==> config.mk <==
export PLATFORM = sky130hd
export DESIGN_NAME = pc_sequencer_flat
export DESIGN_NICKNAME = d
export VERILOG_FILES = /design/src/rtl/seq_pkg.sv /design/src/rtl/pc_sequencer_if.sv /design/src/rtl/pc_sequencer_jump_lut.sv /design/src/rtl/pc_sequencer.sv /design/src/flat_wrapper.sv
export SDC_FILE = /design/constraint.sdc
export NUM_CORES = 1
export LEC_CHECK = 0
export ABC_AREA = 1
export CORE_ASPECT_RATIO = 1.75
export CORE_MARGIN = 10
export CORE_UTILIZATION = 40
export DETAILED_ROUTE_END_ITERATION = 16
export PLACE_DENSITY = 0.58
export REMOVE_ABC_BUFFERS = 1
export SYNTH_ARGS = -nofsm -noshare
export SYNTH_HDL_FRONTEND = slang
export SYNTH_SLANG_ARGS = --single-unit
==> constraint.sdc <==
create_clock -name i_clk -period 14.6 [get_ports i_clk]
set_input_delay 1.46 -clock i_clk [delete_from_list [all_inputs] [get_ports i_clk]]
set_output_delay 1.46 -clock i_clk [all_outputs]
set_load 0.02 [all_outputs]
==> src/rtl/seq_pkg.sv <==
// Shared types and constants for the program-counter sequencer.
package seq_pkg;

  typedef enum logic [1:0] {
    IDLE,
    RUN,
    HALTED
  } seq_state_t;

  localparam int JT_DEPTH  = 32;
  localparam int DEF_PC_W  = 10;
  localparam int DEF_CNT_W = 16;

endpackage

==> src/rtl/pc_sequencer_if.sv <==
// Decoder/host-facing signals of the PC sequencer; slave is the sequencer side.
interface pc_sequencer_if #(
  parameter int PC_W  = 10,
  parameter int CNT_W = 16
);

  logic             Start;
  logic [PC_W-1:0]  Start_PC;
  logic             Jump_en;
  logic [4:0]       Jump_address;
  logic             Branch_flag;
  logic             Halt;
  logic             Lut_we;
  logic [4:0]       Lut_addr;
  logic [PC_W-1:0]  Lut_data;
  logic [PC_W-1:0]  PC;
  logic             Run;
  logic             Done;
  logic [CNT_W-1:0] Cycle_count;

  modport master (
    output Start, Start_PC, Jump_en, Jump_address, Branch_flag, Halt,
           Lut_we, Lut_addr, Lut_data,
    input  PC, Run, Done, Cycle_count
  );

  modport slave (
    input  Start, Start_PC, Jump_en, Jump_address, Branch_flag, Halt,
           Lut_we, Lut_addr, Lut_data,
    output PC, Run, Done, Cycle_count
  );

endinterface

==> src/rtl/pc_sequencer_jump_lut.sv <==
// Jump target table: one synchronous write port, one combinational read port.
module jump_lut
  import seq_pkg::*;
#(
  parameter int PC_W  = DEF_PC_W,
  parameter int DEPTH = JT_DEPTH,
  parameter int AW    = $clog2(DEPTH)
) (
  input  logic            i_clk,
  input  logic            i_rst,
  input  logic            i_we,
  input  logic [AW-1:0]   i_waddr,
  input  logic [PC_W-1:0] i_wdata,
  input  logic [AW-1:0]   i_raddr,
  output logic [PC_W-1:0] o_rdata
);

  logic [PC_W-1:0] r_mem [DEPTH];

  always_ff @(posedge i_clk or posedge i_rst) begin
    if (i_rst) begin
      for (int unsigned i = 0; i < DEPTH; i++) begin
        r_mem[i] <= '0;
      end
    end else if (i_we) begin
      r_mem[i_waddr] <= i_wdata;
    end
  end

  assign o_rdata = r_mem[i_raddr];

endmodule

==> src/rtl/pc_sequencer.sv <==
// PC register, run/halt controller and per-run cycle counter for the single-cycle core.
module pc_sequencer
  import seq_pkg::*;
#(
  parameter int PC_W  = DEF_PC_W,
  parameter int CNT_W = DEF_CNT_W
) (
  input  logic i_clk,
  input  logic i_rst,
  pc_sequencer_if.slave bus
);

  seq_state_t       r_state;
  logic [PC_W-1:0]  r_pc;
  logic             r_done;
  logic [CNT_W-1:0] r_cnt;

  logic             w_lut_we;
  logic [PC_W-1:0]  w_lut_rdata;

  // Table is frozen while executing so a running program never sees its targets move.
  assign w_lut_we = bus.Lut_we && (r_state != RUN);

  jump_lut #(
    .PC_W  (PC_W),
    .DEPTH (JT_DEPTH)
  ) u_jump_lut (
    .i_clk   (i_clk),
    .i_rst   (i_rst),
    .i_we    (w_lut_we),
    .i_waddr (bus.Lut_addr),
    .i_wdata (bus.Lut_data),
    .i_raddr (bus.Jump_address),
    .o_rdata (w_lut_rdata)
  );

  always_ff @(posedge i_clk or posedge i_rst) begin
    if (i_rst) begin
      r_state <= IDLE;
      r_pc    <= '0;
      r_done  <= 1'b0;
      r_cnt   <= '0;
    end else begin
      case (r_state)
        IDLE, HALTED: begin
          if (bus.Start) begin
            r_state <= RUN;
            r_pc    <= bus.Start_PC;
            r_cnt   <= '0;
            r_done  <= 1'b0;
          end
        end
        RUN: begin
          if (r_cnt != '1) begin
            r_cnt <= r_cnt + CNT_W'(1);
          end
          if (bus.Halt) begin
            r_state <= HALTED;
            r_done  <= 1'b1;
          end else if (bus.Jump_en && bus.Branch_flag) begin
            r_pc <= w_lut_rdata;
          end else begin
            r_pc <= r_pc + PC_W'(1);
          end
        end
        default: r_state <= IDLE;
      endcase
    end
  end

  assign bus.PC          = r_pc;
  assign bus.Run         = (r_state == RUN);
  assign bus.Done        = r_done;
  assign bus.Cycle_count = r_cnt;

endmodule

==> src/flat_wrapper.sv <==
// flat-port wrapper written by rule: the top's interface ports become plain ports
module pc_sequencer_flat import seq_pkg::*;
#(
  parameter int PC_W  = DEF_PC_W,
  parameter int CNT_W = DEF_CNT_W
)
  (i_clk, i_rst, bus_Start, bus_Start_PC, bus_Jump_en, bus_Jump_address, bus_Branch_flag, bus_Halt, bus_Lut_we, bus_Lut_addr, bus_Lut_data, bus_PC, bus_Run, bus_Done, bus_Cycle_count);
  pc_sequencer_if #(.PC_W(PC_W), .CNT_W(CNT_W)) bus_i ();
  input  logic i_clk;
  input  logic i_rst;
  input wire logic [$bits(bus_i.Start)-1:0] bus_Start;
  input wire logic [$bits(bus_i.Start_PC)-1:0] bus_Start_PC;
  input wire logic [$bits(bus_i.Jump_en)-1:0] bus_Jump_en;
  input wire logic [$bits(bus_i.Jump_address)-1:0] bus_Jump_address;
  input wire logic [$bits(bus_i.Branch_flag)-1:0] bus_Branch_flag;
  input wire logic [$bits(bus_i.Halt)-1:0] bus_Halt;
  input wire logic [$bits(bus_i.Lut_we)-1:0] bus_Lut_we;
  input wire logic [$bits(bus_i.Lut_addr)-1:0] bus_Lut_addr;
  input wire logic [$bits(bus_i.Lut_data)-1:0] bus_Lut_data;
  output wire logic [$bits(bus_i.PC)-1:0] bus_PC;
  output wire logic [$bits(bus_i.Run)-1:0] bus_Run;
  output wire logic [$bits(bus_i.Done)-1:0] bus_Done;
  output wire logic [$bits(bus_i.Cycle_count)-1:0] bus_Cycle_count;
  assign bus_i.Start = bus_Start;
  assign bus_i.Start_PC = bus_Start_PC;
  assign bus_i.Jump_en = bus_Jump_en;
  assign bus_i.Jump_address = bus_Jump_address;
  assign bus_i.Branch_flag = bus_Branch_flag;
  assign bus_i.Halt = bus_Halt;
  assign bus_i.Lut_we = bus_Lut_we;
  assign bus_i.Lut_addr = bus_Lut_addr;
  assign bus_i.Lut_data = bus_Lut_data;
  assign bus_PC = bus_i.PC;
  assign bus_Run = bus_i.Run;
  assign bus_Done = bus_i.Done;
  assign bus_Cycle_count = bus_i.Cycle_count;
  pc_sequencer #(.PC_W(PC_W), .CNT_W(CNT_W)) u_core (.i_clk(i_clk), .i_rst(i_rst), .bus(bus_i));
endmodule
==> out/results.txt, run 1 <==
placed cells: 2579
antenna diode count: 0
layout cells sized above 1: 5.404%
critical-path cell list: buf_4 -> inv_4 -> buf_4 -> nand2_1 -> nand3_1 -> nand2_1 -> nand2_1 -> nand3_1 -> nand3_1 -> nand3_1 -> nand2_1 -> nand2_1 -> nand2_1
Global Route Usage Sum: 20.49%
Synth area leader: dfrtp_1
Slew Limit Fails: 0
endpoints failing hold: 0
end of the worst register-to-register path: u_core.u_jump_lut.r_mem[65]
CLK BUF: 48
ys async rst share: 100.0%
RR Startpoint: u_core.r_state[0]
Post-Syn Instances: 2115
Die Span Y: 289.4 um
RSZ-0062 raised after global routing: no
Layout Utilization: 45.24%
Top cells excl fill/tap: nand2_1 (840), dfrtp_1 (349), o21ai_0 (309), nand3_1 (272), clkdlybuf4s50_1 (61)
Logic pwr share: 22.8%
clock sinks: 349
Top non-seq family: simple AND/OR/NAND/NOR gates
Port Buffers: 64
Final min period: 3.798 ns
Synth top cell by count: nand2_1
wl on met1: 20600 um
synth warn: 0
Leakage: 8.466 nW
maximum vdd drop: 91.34 uV
Crit. End Element: register
Well Taps: 550
largest class: sequential cells
post_cts resized: 0
CTS tree: built
grt ovf: 0
crit path DRT: 15.07 ns
Placer Congestion: 0.8787
detailed-route vias per instance: 5.417
Comb/total area: 37.30%
Main synth FF type: dfrtp_1
yosys cell count: 2115
Relative slew margins: 18.30%
Final setup viols: 0
global-route wire length before repair: 81810 um
slew of the pin with the lowest slew margin: 1.224 ns
placed cell area: 17270 um^2
# fillers: 4140
Inverters, non-clock: 40
drt first pass iters: 6
area fraction in compound gates: 10.96%
Area growth syn-to-layout: 11.64%
DRC Markers: 0
flip-flops: 349
Buf/Inv on CP: 3
met3 Track Usage GR: 2.451%
final net count: 2105
switching power: 1.028 mW
Die X: 174.0 um
TritonCTS Buffers: 35
XOR Share, Synth: 0.6861%
Post-CTS Setup Bufs: 0
ANT nets after route: 0
Top pwr grp: sequential cells
dominant cells by area after synthesis: dfrtp_1 (53%), nand2_1 (19%), o21ai_0 (9.3%)
Mapped Area: 16590 um^2
Sw Share: 32.61%
initial drt markers: 1304
Cell Pwr Density: 170.1 nW/um^2
final worst-path setup slack: 10.80 ns
clk root buf: clkbuf_16
Critical Path AT: 4.27 ns
Post-Route Setup TNS: 0 ns
largest net degree at the start of global routing: 124
hold_ws: 0.4818 ns
crit path capture: u_core.bus.PC[3]
Reg with most FFs: u_core.u_jump_lut.r_mem
status: finished clean
Cell variety after synth: 35
WL met3: 2495 um
yosys simple share: 29.85%
Max Fclk: 0.2633 GHz
-- run 1: how the worst min path moves through the flow --
stage,startpoint,end,slack [ns],cells after the start
after global placement,u_core.u_jump_lut.r_mem[140],u_core.u_jump_lut.r_mem[140],0.47,2
after global routing,u_core.u_jump_lut.r_mem[166],u_core.u_jump_lut.r_mem[166],0.50,2
after CTS,u_core.u_jump_lut.r_mem[139],u_core.u_jump_lut.r_mem[139],0.49,2
after detailed placement,u_core.u_jump_lut.r_mem[85],u_core.u_jump_lut.r_mem[85],0.47,2
final,u_core.u_jump_lut.r_mem[139],u_core.u_jump_lut.r_mem[139],0.48,2
after floorplan,u_core.u_jump_lut.r_mem[100],u_core.u_jump_lut.r_mem[100],0.45,2
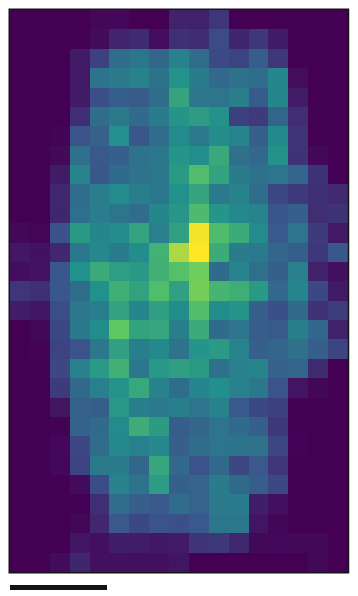
Fig. 1. Routed metal per tile (run 1).
Scale bar: 50 um. 17 x 29 tiles, from dark purple (low) to yellow (high), scaled to the fullest tile. Values are wire area over tile area, all layers added.
tiles over half the peak	13%
mean over tiles	0.17
densest ninth of the die	center

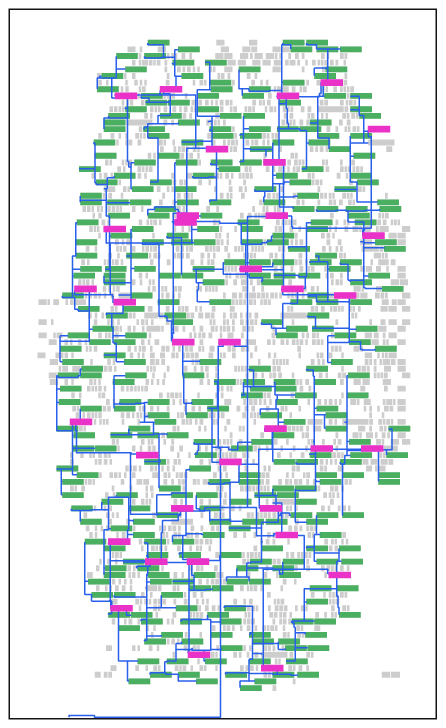
Fig. 2. Clock network drawn from the DEF (run 1).
[flip-flops] green | count: 349
[clock wires] blue | length: 4580 um
[cells driving clock nets] magenta | count: 35
routed clock nets	36
P_clk: 0.990 mW
setup skew after layout: 0.01119 ns
clock power share: 31.4%
clk_lat worst skew: 0.53 ns

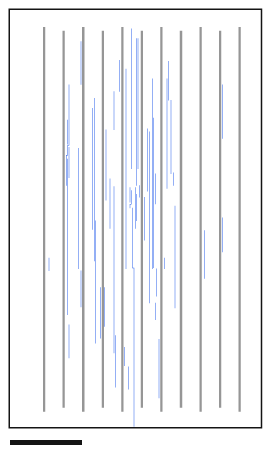
Fig. 3. Signal wires on met4 (run 1).
Scale bar: 50 um. Supply wires on this layer in gray.
nets with wire on the layer	35
longest straight run	139 um
wire length on this layer	2560 um
main direction	vertical
share of all routed wire	4.9%
final wirelength: 52190 um
via count: 14310

==> run 2: changes to the inputs <==
- clock period: 14.6 -> 3.9 ns (I/O delays scaled with it)
==> out/results.txt, run 2 <==
status: finished clean
Max Fclk: 0.3788 GHz
crit path capture: u_core.u_jump_lut.r_mem[109]
Synth top cell by count: nand2_1
Final setup viols: 0 (unchanged)
DRC Markers: 0 (unchanged)
Cell variety after synth: 35 (unchanged)
Buf/Inv on CP: 2 (-1)
critical-path cell list: clkdlybuf4s50_1 -> inv_1 -> nor3_1 -> nand4_1 -> o21ai_0
grt ovf: 0 (unchanged)
placed cells: 2586 (+0.27%)
crit path DRT: 4.32 ns (-10.75 ns)
I/O pins: 65
Leakage: 8.495 nW (+0.35%)
hold_ws: 0.3682 ns (-0.1136 ns)
RSZ-0062 raised after global routing: no
post_cts resized: 0 (unchanged)
maximum vdd drop: 430.5 uV (+370%)
total chip power: 11.50 mW
Final min period: 2.640 ns
Top non-seq family: simple AND/OR/NAND/NOR gates
clk root buf: clkbuf_16
yosys simple share: 29.85% (unchanged)
Synth area leader: dfrtp_1
placed cell area: 17410 um^2 (+0.81%)
clock sinks: 349 (unchanged)
final worst-path setup slack: 1.260 ns (-9.542 ns)
WL per Instance: 19.30 um
XOR Share, Synth: 0.6861% (unchanged)
setup skew after layout: 0.01620 ns (+0.005010 ns)
layout cells sized above 1: 5.624% (+0.22 points)
end of the worst register-to-register path: u_core.u_jump_lut.r_mem[143]
ANT nets after route: 0 (unchanged)
Crit. End Element: register
Post-Route Setup TNS: 0 ns (unchanged)
R2R setup slack: 1.27 ns
max reg flops: 320
Critical Path AT: 3.06 ns (-1.21 ns)
dominant cells by area after synthesis: dfrtp_1 (53%), nand2_1 (19%), o21ai_0 (9.3%)
Reg with most FFs: u_core.u_jump_lut.r_mem
ys async rst share: 100.0% (unchanged)
Main synth FF type: dfrtp_1
Area growth syn-to-layout: 11.92%
Post-Syn Instances: 2115 (unchanged)
Mapped Area: 16590 um^2 (unchanged)
global-route wire length before repair: 80540 um (-1.6%)
Cell Pwr Density: 619.0 nW/um^2 (+260%)
yosys cell count: 2115 (unchanged)
Top cell area share: 52.63%
endpoints failing hold: 0 (unchanged)
CTS tree: built
synth warn: 0 (unchanged)
final wirelength: 51120 um (-2.1%)
Relative slew margins: 21.39% (+3.1 points)
initial drt markers: 1219 (-6.5%)
RR Startpoint: u_core.r_state[0]
Worst Reg2Reg Path Length in Cells: 7
clk_lat worst skew: 0.53 ns (about the same)
final net count: 2111 (+0.29%)
Port Buffers: 64 (unchanged)
Top cells excl fill/tap: nand2_1 (840), dfrtp_1 (349), o21ai_0 (309), nand3_1 (272), clkdlybuf4s50_1 (61)
drt first pass iters: 5 (-1)
TritonCTS Buffers: 34 (-2.9%)
antenna diode count: 0 (unchanged)
slew of the pin with the lowest slew margin: 1.178 ns (-0.04623 ns)
detailed-route vias per instance: 5.299 (-2.2%)
hpwl dp: 32300 um
Placer Congestion: 0.8336 (-5.1%)
area fraction in compound gates: 10.96% (unchanged)
Die Span Y: 289.4 um (unchanged)
largest net degree at the start of global routing: 161 (+30%)
Post-CTS Setup Bufs: 0 (unchanged)
Slew Limit Fails: 0 (unchanged)
Global Route Usage Sum: 20.21% (-0.29 points)
Reg clk slew, reported paths: 0.06 ns
Die X: 174.0 um (unchanged)
fin cells: 2648
via count: 14030 (-1.9%)
run 2: layer usage:
metal	vias up	track usage [%]	part of all wire, %
li1	6794	-	-
met1	6762	23.29	39
met2	367	36.22	51
met3	110	2.477	4.4
met4	0	10.34	4.9
met5	-	0	0
run 2: final cells by class:
type / count / area [um^2] / area share [%]
Clock buffer: 53 / 1086 / 5.847
Timing Repair Buffer: 91 / 918.4 / 4.945
Multi-Input combinational cell: 1556 / 6910 / 37.21
Inverter: 40 / 162.7 / 0.8758
Sequential cell: 349 / 8733 / 47.02
Clock inverter: 9 / 73.82 / 0.3975
Tap cell: 550 / 688.2 / 3.705
run 2: power by group:
part           total (mW)  switching, mW  internal (mW)  leakage [nW]
clock                3.45           1.46           1.99         0.581
sequential           5.34          0.645           4.69          4.61
combinational        2.71           1.68           1.04          3.31
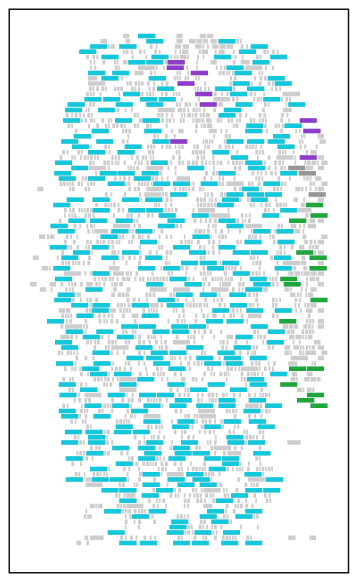
Fig. 4. Where the registers sit (run 2).
Other sequential cells in the stronger gray, the rest of the logic in the fainter gray.
signal	color	sequential cells
u_core.u_jump_lut.r_mem	cyan	320
u_core.bus.PC	purple	10
u_core.bus.Cycle_count	green	16
not colored	3

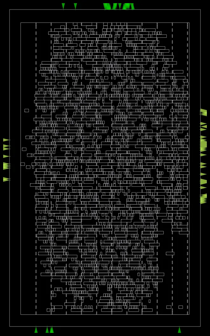
Fig. 5. Cell placement (run 2).
# fillers: 4177
row cnt: 98
Layout Utilization: 45.35%
Seq area share: 47.02%

Power is estimated from default activity; no workload was simulated.
